### config.mk
export PLATFORM = sky130hd
export DESIGN_NAME = mul_div_seq
export DESIGN_NICKNAME = d
export VERILOG_FILES = /design/src/rtl/mul_div_pkg.sv /design/src/rtl/mul_div_seq.sv
export SDC_FILE = /design/constraint.sdc
export NUM_CORES = 1
export LEC_CHECK = 0
export CAP_MARGIN = 20
export CORE_MARGIN = 2
export CORE_UTILIZATION = 45
export CTS_BUF_LIST = sky130_fd_sc_hd__clkbuf_8
export DETAILED_ROUTE_END_ITERATION = 10
export PLACE_DENSITY = 0.83
export SYNTH_ARGS = -nofsm -noshare
export SYNTH_HDL_FRONTEND = slang
export SYNTH_SLANG_ARGS = --single-unit
### constraint.sdc
create_clock -name clk -period 1.8 [get_ports clk]
set_input_delay 0.36 -clock clk [delete_from_list [all_inputs] [get_ports clk]]
set_output_delay 0.36 -clock clk [all_outputs]
set_load 0.005 [all_outputs]
### src/rtl/mul_div_pkg.sv
// Shared constants for the sequential multiply/divide controller and its external ALU.
package mul_div_pkg;

  localparam logic [1:0] ST_IDLE = 2'd0;
  localparam logic [1:0] ST_ITER = 2'd1;
  localparam logic [1:0] ST_DONE = 2'd2;

  localparam logic [1:0] ALU_AND = 2'b00;
  localparam logic [1:0] ALU_OR  = 2'b01;
  localparam logic [1:0] ALU_ADD = 2'b10;
  localparam logic [1:0] ALU_SLT = 2'b11;

  localparam int ITER_COUNT = 16;

  localparam logic OP_MUL = 1'b0;
  localparam logic OP_DIV = 1'b1;

endpackage

### src/rtl/mul_div_seq.sv
// Shift-add multiplier / restoring divider, one bit per cycle, borrowing an external ALU for the add/subtract.
// Start is taken only in IDLE; divide by zero skips straight to DONE.
module mul_div_seq
  import mul_div_pkg::*;
#(
  parameter int WIDTH = 16
) (
  input  logic             clk,
  input  logic             rst,
  input  logic             Start,
  input  logic             Op,
  input  logic [WIDTH-1:0] OpA,
  input  logic [WIDTH-1:0] OpB,
  output logic             Busy,
  output logic             Done,
  output logic [WIDTH-1:0] ResultHi,
  output logic [WIDTH-1:0] ResultLo,
  output logic             DivByZero,
  output logic [WIDTH-1:0] AluA,
  output logic [WIDTH-1:0] AluB,
  output logic [1:0]       AluOp,
  output logic             AluAInvert,
  output logic             AluBNegate,
  input  logic [WIDTH-1:0] AluResult,
  input  logic             AluCarryOut
);

  logic [1:0]       state_q, state_d;
  logic             op_q, op_d;
  logic [WIDTH-1:0] p_q, p_d;
  logic [WIDTH-1:0] q_q, q_d;
  logic [WIDTH-1:0] m_q, m_d;
  logic [4:0]       cnt_q, cnt_d;
  logic [WIDTH-1:0] hi_q, hi_d;
  logic [WIDTH-1:0] lo_q, lo_d;
  logic             dbz_q, dbz_d;

  logic [WIDTH-1:0] t;
  logic [WIDTH-1:0] sum;
  logic             c;

  // Divide shifts the next dividend bit into the partial remainder before subtracting.
  assign t = {p_q[WIDTH-2:0], q_q[WIDTH-1]};

  always_comb begin
    state_d    = state_q;
    op_d       = op_q;
    p_d        = p_q;
    q_d        = q_q;
    m_d        = m_q;
    cnt_d      = cnt_q;
    hi_d       = hi_q;
    lo_d       = lo_q;
    dbz_d      = dbz_q;
    sum        = p_q;
    c          = 1'b0;
    AluA       = '0;
    AluB       = '0;
    AluOp      = ALU_AND;
    AluAInvert = 1'b0;
    AluBNegate = 1'b0;
    case (state_q)
      ST_IDLE: begin
        if (Start) begin
          op_d  = Op;
          m_d   = OpB;
          q_d   = OpA;
          p_d   = '0;
          cnt_d = '0;
          dbz_d = 1'b0;
          if (Op == OP_DIV && OpB == '0) begin
            state_d = ST_DONE;
            hi_d    = OpA;
            lo_d    = '1;
            dbz_d   = 1'b1;
          end else begin
            state_d = ST_ITER;
          end
        end
      end
      ST_ITER: begin
        AluB       = m_q;
        AluOp      = ALU_ADD;
        AluBNegate = op_q;
        if (op_q == OP_DIV) begin
          AluA = t;
          // R[15] set means T really holds 2^16 + t, which always exceeds D.
          if (p_q[WIDTH-1] | AluCarryOut) begin
            p_d = AluResult;
            q_d = {q_q[WIDTH-2:0], 1'b1};
          end else begin
            p_d = t;
            q_d = {q_q[WIDTH-2:0], 1'b0};
          end
        end else begin
          AluA = p_q;
          if (q_q[0]) begin
            c   = AluCarryOut;
            sum = AluResult;
          end
          p_d = {c, sum[WIDTH-1:1]};
          q_d = {sum[0], q_q[WIDTH-1:1]};
        end
        cnt_d = cnt_q + 5'd1;
        if (cnt_q == 5'(ITER_COUNT - 1)) begin
          state_d = ST_DONE;
          hi_d    = p_d;
          lo_d    = q_d;
        end
      end
      ST_DONE: state_d = ST_IDLE;
      default: state_d = ST_IDLE;
    endcase
  end

  always_ff @(posedge clk) begin
    if (rst) begin
      state_q <= ST_IDLE;
      op_q    <= 1'b0;
      p_q     <= '0;
      q_q     <= '0;
      m_q     <= '0;
      cnt_q   <= '0;
      hi_q    <= '0;
      lo_q    <= '0;
      dbz_q   <= 1'b0;
    end else begin
      state_q <= state_d;
      op_q    <= op_d;
      p_q     <= p_d;
      q_q     <= q_d;
      m_q     <= m_d;
      cnt_q   <= cnt_d;
      hi_q    <= hi_d;
      lo_q    <= lo_d;
      dbz_q   <= dbz_d;
    end
  end

  assign Busy      = (state_q == ST_ITER) || (state_q == ST_DONE);
  assign Done      = (state_q == ST_DONE);
  assign ResultHi  = hi_q;
  assign ResultLo  = lo_q;
  assign DivByZero = dbz_q;

endmodule

==> notes.md, run 1 <==
Flow results.

- In this run the most critical hold path is launched from rst.
- The post-synthesis sequential area ratio is 0.3419.
- The synthesis-to-layout area growth is 44.80%.
- The area of placed instances is 6979 um2.
- The most used logic cell in the final layout is sky130_fd_sc_hd__nand2_1.
- The final worst clock skew is 0.01315 ns.
- The relative slew slack is 0.6259.
- The worst-path maximum fanout is 5.
- The register-to-register setup slack is -0.21 ns.
- STA classifies the critical path endpoint as a flop.
- The detail route stage leaves a number of antenna-violating nets equal to 0.
- The number of max-capacitance violations reported is 0.
- Per the timing report, the most critical flop-to-flop path originates at cnt_q[1].
- The number of cell instances after yosys synthesis is 623.
- Sorting the synthesized cells by how often they occur yields 89 x sky130_fd_sc_hd__dfxtp_1, 88 x sky130_fd_sc_hd__nand2_1, 59 x sky130_fd_sc_hd__a21oi_1, 51 x sky130_fd_sc_hd__nor2_1, 48 x sky130_fd_sc_hd__mux2i_1.
- The number of I/O pins is 124.
- The script computed a power per unit cell area of 695.3 nW/um2.
- In the hold report, the worst path ends at cnt_q[0].
- The hold-critical path depth is 2.
- The floorplan die area is 12460 um2.
- The final timing report counts setup violations totalling 60.
- The aggregate global routing overflow is 0.
- The routed layout has 5597 vias.
- The worst hold margin is 0.4086 ns.
- The number of CTS-inserted buffers is 9.
- The initial antenna violation count came to 0.
- The H-tree was split into 3 levels.
- In the final routed layout, each cell accounts on average for 19.28 um.
- The final worst-path setup slack is -0.2137 ns.
- The chip area line of the yosys report is 5211 um2.
- Yosys mapped the design onto 55 distinct sky130hd cell types.
- The critical path class is reg2reg.
- The fraction of layout instances using a drive strength above 1 is 0.3081.
- Counting cells, the worst reg-to-reg path comes to 9.
- The clock drives 89 sinks.
- The count of synthesis-stage warnings from yosys is 0.
- The main area contributors are sky130_fd_sc_hd__dfxtp_1 34%, sky130_fd_sc_hd__mux2i_1 9.2%, sky130_fd_sc_hd__nand2_1 6.3%.
- TritonCTS built the clock tree.
- The share of synthesized area in the top cell type comes to 0.3419.
- The maximum clock frequency is 0.4966 GHz.
- The required time of the critical path is 2.08 ns.
- The via count of the first global-routing pass is 5591.
- The clock transition at the registers of the reported paths is 0.10 ns.
- Max-slew check failures listed in the final report amount to 0.
- The cell area after technology mapping is 5211 um2.
- The pin count of the biggest net entering global routing is 40.
- The total power after layout is 5.247 mW.
- The slew at the pin closest to its max-slew limit is 0.5565 ns.
- The flow ran to the end, but the final reports show violations.
- The end of the worst register-to-register path is ResultLo[12].
- The first global-routing pass estimated 27710 um of wire.
- The startpoint type of the worst setup path is a flop.
- The post-synthesis async set-or-reset flop share is 0.
- The minimum clock period is 2.014 ns.
- The number of hold violations in the final report is 0.
- The arrival time of the worst setup path is 2.30 ns.
- Note that the worst hold path type here is in2reg.
- The clock passes through at most 2 buffers.
- The largest area contributor in the netlist is sky130_fd_sc_hd__dfxtp_1.
- The final wirelength is 17780 um.
- The cell count after synthesis is 623.
- The layout stage reports a final design area of 7546 um2.
- Across the VDD grid, the largest voltage drop is 0.0004112 V.
- The number of placement rows is 39.
- In this run, synthesis inferred 0 flip-flops with an integrated enable.
- In this run the clock root is driven by a sky130_fd_sc_hd__clkbuf_8.
- The number of warning messages in the logs is 31.
- The number of flip-flops and latches in the synthesized netlist is 89.
- The horizontal die size is 111.6 um.
- In the layout the commonest cells are 87 x sky130_fd_sc_hd__nand2_1, 84 x sky130_fd_sc_hd__dfxtp_1, 84 x sky130_fd_sc_hd__clkdlybuf4s50_1.
- The number of buffers inserted for hold repair after clock tree synthesis is 0.
- The final antenna diode tally reported by the flow is 0.
- The number of input and output port buffers inserted is 121.
- The total DRC errors in the routed layout is 0.
- The flip-flop cell with the highest count after synthesis is sky130_fd_sc_hd__dfxtp_1.
- The iteration count recorded for the first detailed-route pass is 6.
- Measured along the y axis, the die boundary spans 111.6 um.
- The top cell type by instance count after synthesis is sky130_fd_sc_hd__dfxtp_1.
- In the finished design, the share of the clock period the worst path needs comes to 1.119.
- The average via count per standard cell is 6.070.
- Prior to clock tree synthesis, the placed netlist has a worst setup slack of -0.4039 ns.
- The global-route usage over all layers is 0.2734.
- At the later pin of the worst-skew pair, clock insertion delay measures 0.38 ns.
- The average cell area after synthesis is 8.365 um2.
- Setup repair after global routing could not meet its margin everywhere.
- Per the OpenROAD power report, leakage power amounts to 2.695 nW.
- The checks that failed: setup timing.
- After the last flow step, the layout net total stands at 832.
- According to the dpl log, the detail-placed design has an HPWL of 12270 um.
- The weighted congestion at the end of routability-driven global placement is 0.8414.
- The count of routing violations after the opening detailed-route iteration is 382.
run 1: kinds of logic (layout without fill, tap and decap cells):
kind of cell	Yosys count	after routing	share of synthesized area
and+or+nand+nor	218	218	0.2053
muxes	50	50	0.09652
buffers and inverters	70	225	0.06963
AOI/OAI and AO/OA	190	190	0.2740
other	1	2	0.0007196
DFF	89	89	0.3419
adders and majority gates	5	5	0.01200
run 1: what timing repair did:
action / CTS / global route
setup buffers: 8 / 3
endpoints found under the hold margin: 0 / 0
cloned: 2 / 1
setup endpoints to repair: 74 / 99
gates resized: 197 / 42
pin swaps: 16 / 20
run 1: metal layers:
metal | vias up | GRT usage | share of wire
met5 | - | 0 | 0
met4 | 0 | 0.1136 | 0.040
met3 | 71 | 0.06042 | 0.077
met2 | 313 | 0.4939 | 0.51
met1 | 2653 | 0.3116 | 0.38
li1 | 2560 | - | -
run 1: where the power goes:
part           switching (mW)  internal [mW]  leakage, nW
Combinational           0.895          0.734         1.87
Sequential             0.0915           2.07        0.725
Clock                   0.801          0.654        0.100
run 1: how the worst max path moves through the flow:
| stage | startpoint | to | slack (ns) | cells after the start |
|---|---|---|---|---|
| 2_1_floorplan | cnt_q[1] | ResultLo[10] | -0.02 | 8 |
| 5_1_grt | cnt_q[0] | ResultLo[0] | -0.25 | 9 |
| 6_report | cnt_q[1] | ResultLo[12] | -0.21 | 9 |
| 3_5_place_dp | OpB[6] | ResultLo[2] | -0.40 | 7 |
| 4_1_cts | cnt_q[1] | ResultLo[2] | -0.24 | 9 |
| 3_3_place_gp | OpB[6] | ResultLo[1] | -0.36 | 7 |
run 1: worst max-delay path: stages, from the launching register on:
cell and delay, ns:
sky130_fd_sc_hd__dfxtp_2 0.35, sky130_fd_sc_hd__ha_4 0.16, sky130_fd_sc_hd__and3_4 0.18, sky130_fd_sc_hd__ha_4 0.16, sky130_fd_sc_hd__and2b_2 0.24, sky130_fd_sc_hd__nor3_4 0.05, sky130_fd_sc_hd__buf_12 0.14, sky130_fd_sc_hd__a21o_4 0.24
sky130_fd_sc_hd__buf_6 0.14, sky130_fd_sc_hd__a311oi_2 0.25
run 1: flip-flops by register name, summed over array words and instances (netlist names):
register / cells
ResultHi: 16
ResultLo: 16
m_q: 16
p_q: 16
q_q: 16
cnt_q: 5
state_q: 2
DivByZero: 1
op_q: 1
run 1: cell type report:
class	count	area [um2]
Inverter	7	33.78
Multi-Input combinational cell	465	3321
Fill cell	859	3824
Tap cell	143	178.9
Sequential cell	89	1790
Timing Repair Buffer	202	2021
Clock buffer	9	123.9
Clock inverter	7	77.57
run 1: stage by stage:
step | std cells | setup TNS, ns
2_1_floorplan | 624 | -0.3015
3_3_place_gp | 896 | -14.15
3_5_place_dp | 896 | -16.63
4_1_cts | 922 | -6.001
5_1_grt | 922 | -8.326
6_report | 922 | -6.528
==> run_1/logic_types.png <==
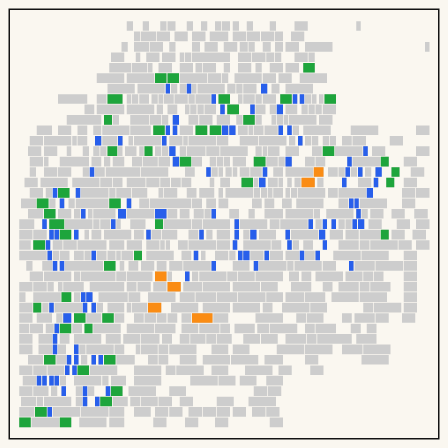
Key: nand cells = blue [cells 107]; non-inverting ao/oa cells = orange [cells 6]; and/or cells = green [cells 47, where widely spread]

==> run_1/cell_density.png <==
11 x 11 tiles, from white (low) to dark blue (high), 0 to 100% covered.
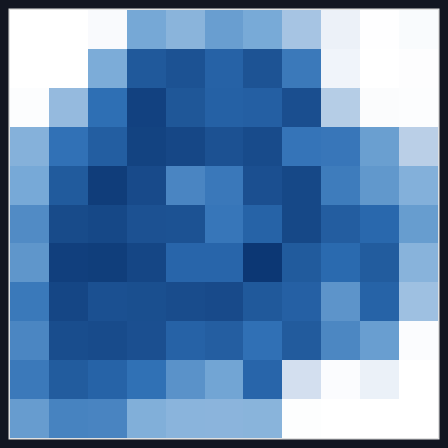
44% of the tiles are over 75% full. The fullest tile reaches 97%. The emptiest ninth of the die: north-east. 13% of the tiles are nearly empty. The mean over all tiles is 59%.
FP Core Util: 0.4583
final core area utilization: 0.6637
Placeable Area: 11370 um2

==> run_1/congestion.png <==
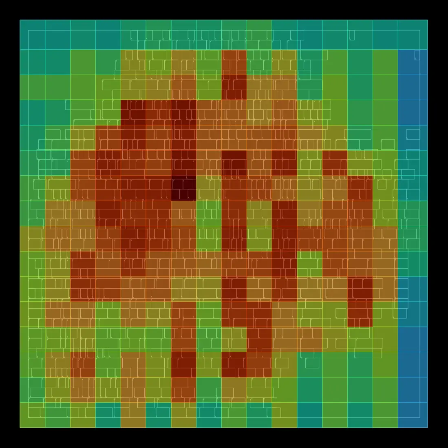
global-route track usage on met1: 0.3116
Most Used Layer, Global Route: met2
met3 Usage GRT: 0.06042

==> run 2: changes to the inputs <==
--- a/config.mk
+++ b/config.mk
@@ -6,10 +6,11 @@
 export NUM_CORES = 1
 export LEC_CHECK = 0
 export CAP_MARGIN = 20
-export CORE_MARGIN = 2
+export CORE_MARGIN = 4
 export CORE_UTILIZATION = 45
 export CTS_BUF_LIST = sky130_fd_sc_hd__clkbuf_8
 export DETAILED_ROUTE_END_ITERATION = 10
+export HOLD_SLACK_MARGIN = 0.02
 export PLACE_DENSITY = 0.83
 export SYNTH_ARGS = -nofsm -noshare
 export SYNTH_HDL_FRONTEND = slang
==> run_2/logic_types.png <==
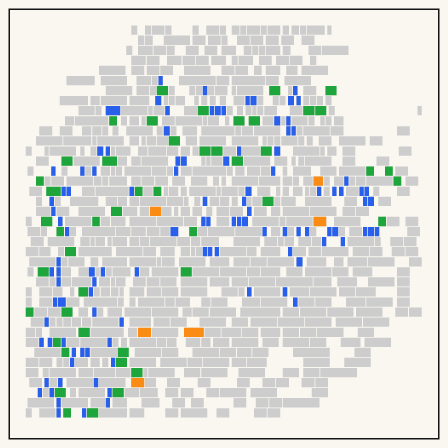
Key: nand cells = blue [cells 107]; and/or cells = green [cells 47]; non-inverting ao/oa cells = orange [cells 6]

==> run_2/layer_met2.png <==
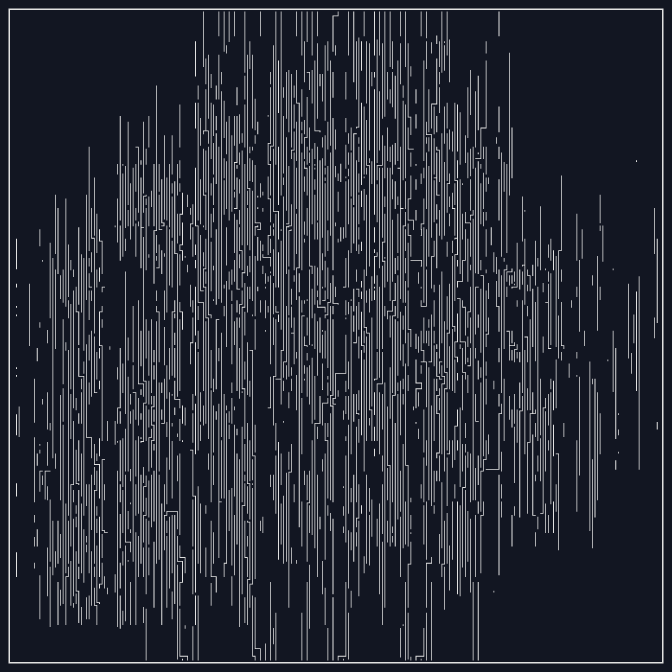
The layer carries 9820 um of wire. The layer holds 51% of the routed length. 756 nets have wire on it. The longest straight run is 49.8 um. The wires run mostly vertical.
wirelength, routed: 19390 um
met2 global-route usage: 0.4938

==> run_2/wires.png <==
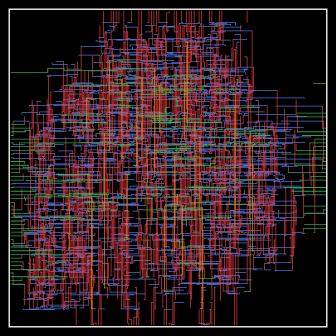
Key: metal 1 = blue [wire length 7160 um]; metal 2 = red [wire length 9820 um]; metal 3 = green [wire length 1610 um]; metal 4 = orange [wire length 797 um]

==> run 2 against run 1 <==
  * The flow still finishes with violations (setup timing)
  * Sequential power is essentially flat
  * Die size grew 7.3%
  * Non-clock buffer count up 6
  * Clock power about the same
  * Power rose by 3.6%
  * Combinational power is about 10% higher
  * First-iteration DRC count is 34% higher
  * Via count up 1.4%
  * Synthesized cell count is the same
  * Sequential share of layout area shrank 1.3 points
  * Global-route usage down 0.12 points
  * Sequential cell count stayed put
  * Highest routed layer unchanged
==> notes.md, run 2 <==
Flow results.

- The number of placement rows is 39 (unchanged).
- TritonCTS built the clock tree.
- The critical path class is reg2reg.
- The flip-flop cell with the highest count after synthesis is sky130_fd_sc_hd__dfxtp_1.
- The number of input and output port buffers inserted came to 121 (unchanged).
- The placement-stage worst setup slack is -0.4490 ns (-0.04512 ns).
- The register-to-register setup slack is -0.31 ns (-0.09 ns).
- The required time of the critical path came to 2.09 ns (about the same).
- Ranked by total cell area, the synthesized netlist is headed by sky130_fd_sc_hd__dfxtp_1 34%, sky130_fd_sc_hd__mux2i_1 9.2%, sky130_fd_sc_hd__nand2_1 6.3%.
- The static leakage is 2.860 nW (+6.1%).
- The number of cell instances after yosys synthesis is 623 (unchanged).
- Relative to the synthesized area, the layout overhead comes to 52.87%.
- The number of hold violations in the final report is 0 (unchanged).
- The number of iterations in the first detailed-routing pass is 7 (+1).
- The count of filler cells inserted in the layout is 800 (-6.9%).
- The global-route usage over all layers is 0.2722 (-0.001224).
- The relative slew slack is 0.6657 (+0.03986).
- The launching element of the worst setup path is cnt_q[0].
- The sink count of the clock tree is 89 (unchanged).
- The area of placed instances came to 6947 um2 (-0.47%).
- The post-synthesis sequential area ratio came to 0.3419 (unchanged).
- The fraction of the cycle the final worst path needs is 1.170 (+0.05084).
- The power density over cell area is 682.4 nW/um2 (-1.9%).
- The die boundary height is 115.6 um (+3.6%).
- The global-route wire length before repair is 28880 um (+4.2%).
- The path class of the lowest-slack min-delay path is in2reg.
- The maximum clock frequency is 0.4750 GHz (-4.3%).
- The residual antenna-violating net count after detailed routing was 0 (unchanged).
- The routed wirelength normalized by instance count is 20.90 um (+8.4%).
- The logic depth of the worst register-to-register path was 10 (+1).
- The number of I/O pins is 124 (unchanged).
- The arrival time of the worst setup path was 2.40 ns (+0.10 ns).
- The floorplan die area is 13370 um2 (+7.3%).
- After synthesis, the most frequently instantiated cells are 89 x sky130_fd_sc_hd__dfxtp_1, 88 x sky130_fd_sc_hd__nand2_1, 59 x sky130_fd_sc_hd__a21oi_1, 51 x sky130_fd_sc_hd__nor2_1, 48 x sky130_fd_sc_hd__mux2i_1.
- The number of failing setup endpoints in the final timing report is 64 (+6.7%).
- The number of buffers inserted for hold repair after clock tree synthesis came to 0 (unchanged).
- The aggregate global routing overflow came to 0 (unchanged).
- The weighted congestion at the end of routability-driven global placement was 0.8931 (+6.1%).
- The average via count per standard cell is 6.117 (+0.77%).
- The final design area excluding fillers is 7966 um2 (+5.6%).
- The initial antenna violation count came to 0 (unchanged).
- The total power after layout is 5.436 mW (+3.6%).
- The startpoint type of the worst setup path is a flop.
- The final worst clock skew is 0.01760 ns (+0.004448 ns).
- The placed cell count is 885 (-1.2%).
- The most common logic cells in the final layout are 87 x sky130_fd_sc_hd__nand2_1, 84 x sky130_fd_sc_hd__dfxtp_1, 84 x sky130_fd_sc_hd__clkdlybuf4s50_1.
- The number of inserted diodes is 0 (unchanged).
- The count of non-filler cells in the finished layout is 928 (+0.65%).
- The cell area after technology mapping is 5211 um2 (unchanged).
- Per the hold report, the tightest min-delay path originates at rst.
- The core area is 11370 um2 (unchanged).
- The post-synth tally of flip-flops with integrated enable is 0 (unchanged).
- The total DRC errors in the routed layout is 0 (unchanged).
- The final net count is 838 (+0.72%).
- The root buffer cell is sky130_fd_sc_hd__clkbuf_8.
- The slew at the pin closest to its max-slew limit is 0.4962 ns (-0.06028 ns).
- The count of synthesis-stage warnings from yosys was 0 (unchanged).
- The post-synthesis async set-or-reset flop share is 0 (unchanged).
- The detailed-routing wirelength on met1 was 7159 um (+7.1%).
- The horizontal die size is 115.6 um (+3.6%).
- The number of levels in the clock H-tree is 3 (unchanged).
- In the post-synthesis netlist, the cell with the most instances is sky130_fd_sc_hd__dfxtp_1.
- The number of warning messages in the logs is 31 (unchanged).
- Looking at area per cell type in the netlist, the leader is sky130_fd_sc_hd__dfxtp_1.
- The average cell area after synthesis is 8.365 um2 (unchanged).
- The floorplan core density was 0.4583 (unchanged).
- The number of CTS-inserted buffers is 9 (unchanged).
- The worst-path maximum fanout came to 7 (+2).
- The maximum resistive drop on vdd was 0.0004539 V (+10%).
- The final number of max-transition violations is 0 (unchanged).
- The count of vias placed by the detailed router is 5677 (+1.4%).
- The end point of the worst hold path is m_q[9].
- The critical path capture point type is a flop.
- The pin count of the biggest net entering global routing is 36 (-10%).
- The fraction of layout instances using a drive strength above 1 is 0.3439 (+0.03586).
- Setup repair after global routing could not meet its margin everywhere.
- The number of max-capacitance violations reported is 0 (unchanged).
- The via count of the first global-routing pass is 5592 (+0.018%).
- The run finished, with violations left.
- The clock tree buffer depth was 2 (unchanged).
- The final worst-path setup slack came to -0.3052 ns (-0.09151 ns).
- The insertion delay to the later sink of the worst-skew pair is 0.39 ns (about the same).
- The checks that failed: setup timing.
- The count of routing violations after the opening detailed-route iteration came to 512 (+34%).
- The clock transition at the registers of the reported paths was 0.10 ns (about the same).
- The most used logic cell in the final layout is sky130_fd_sc_hd__nand2_1.
- The worst register-to-register path begins at cnt_q[0].
- The minimum clock period came to 2.105 ns (+0.09151 ns).
- The area share of the largest cell type after synthesis was 0.3419 (unchanged).
- The number of flip-flops and latches in the synthesized netlist came to 89 (unchanged).
- The worst register-to-register path ends at ResultLo[13].
- The top routing layer in use is met4.
- The post-synthesis cell type count was 55 (unchanged).
- The chip area line of the yosys report is 5211 um2 (unchanged).
- The post-detailed-placement half-perimeter wirelength is 12220 um (-0.42%).
- The cell count after synthesis is 623 (unchanged).
- The met2 routed wirelength is 9824 um (+9.1%).
- The hold-critical path depth was 2 (unchanged).
- The total met3 wirelength after detailed routing is 1612 um (+17%).
## run 2: worst max-delay path, cell delays in order, from the launching register on
cell and delay [ns]:
sky130_fd_sc_hd__dfxtp_2 0.37, sky130_fd_sc_hd__ha_4 0.14, sky130_fd_sc_hd__and3_4 0.18, sky130_fd_sc_hd__ha_4 0.13, sky130_fd_sc_hd__and2b_2 0.25, sky130_fd_sc_hd__nor3_4 0.22
sky130_fd_sc_hd__buf_12 0.15, sky130_fd_sc_hd__buf_12 0.12, sky130_fd_sc_hd__buf_12 0.13, sky130_fd_sc_hd__a211oi_2 0.07, sky130_fd_sc_hd__a311oi_2 0.26
## run 2: through the flow
stage / setup TNS, ns / utilization / hold WS [ns]
final: -9.158 / 0.7007 / 0.3904
after global placement: -13.04 / 0.6110 / 0.4396
after CTS: -5.180 / 0.6727 / 0.3769
after floorplan: -0.3015 / - / 0.4317
after global routing: -12.15 / 0.7007 / 0.3958
after detailed placement: -16.85 / 0.6110 / 0.4436
## run 2: worst max path at each step
| stage | endpoint |
|---|---|
| 2_1_floorplan | ResultLo[10] |
| 3_3_place_gp | ResultLo[3] |
| 3_5_place_dp | ResultLo[0] |
| 4_1_cts | ResultLo[0] |
| 5_1_grt | ResultLo[9] |
| 6_report | ResultLo[13] |
## run 2: layout make-up
| class | count | area (um2) | area share |
|---|---|---|---|
| inverter | 7 | 33.78 | 0.004241 |
| clock inverter | 6 | 66.31 | 0.008324 |
| multi-input combinational | 465 | 3522 | 0.4421 |
| sequential | 89 | 1788 | 0.2244 |
| tap | 143 | 178.9 | 0.02246 |
| clock buffer | 10 | 137.6 | 0.01728 |
| timing repair buffer | 208 | 2240 | 0.2811 |
## run 2: what timing repair did
item / in CTS / in global routing
gates resized: 185 / 74
setup buffers: 12 / 8
cloned: 5 / 5
pin swaps: 24 / 41
setup endpoints to repair: 70 / 86
## run 2: kinds of logic after synthesis
family / synth area share
muxes: 0.09652
AOI/OAI and AO/OA: 0.2740
DFF: 0.3419
other: 0.0007196
and+or+nand+nor: 0.2053
adders and majority gates: 0.01200
buffers and inverters: 0.06963
## run 2: power by group
group / switching, mW / internal [mW] / total, mW
registers: 0.0900 / 2.07 / 2.16
logic: 0.963 / 0.834 / 1.80
clock network: 0.793 / 0.685 / 1.48
total: 1.85 / 3.59 / 5.44
## run 2: layer usage
layer  GRT usage  vias up
met2      0.4938      315
met4      0.1183        0
li1            -     2566
met1      0.3097     2734
met3     0.05379       62
met5           0        -
Power figures rest on the tool's default switching activity, not on a simulated workload.
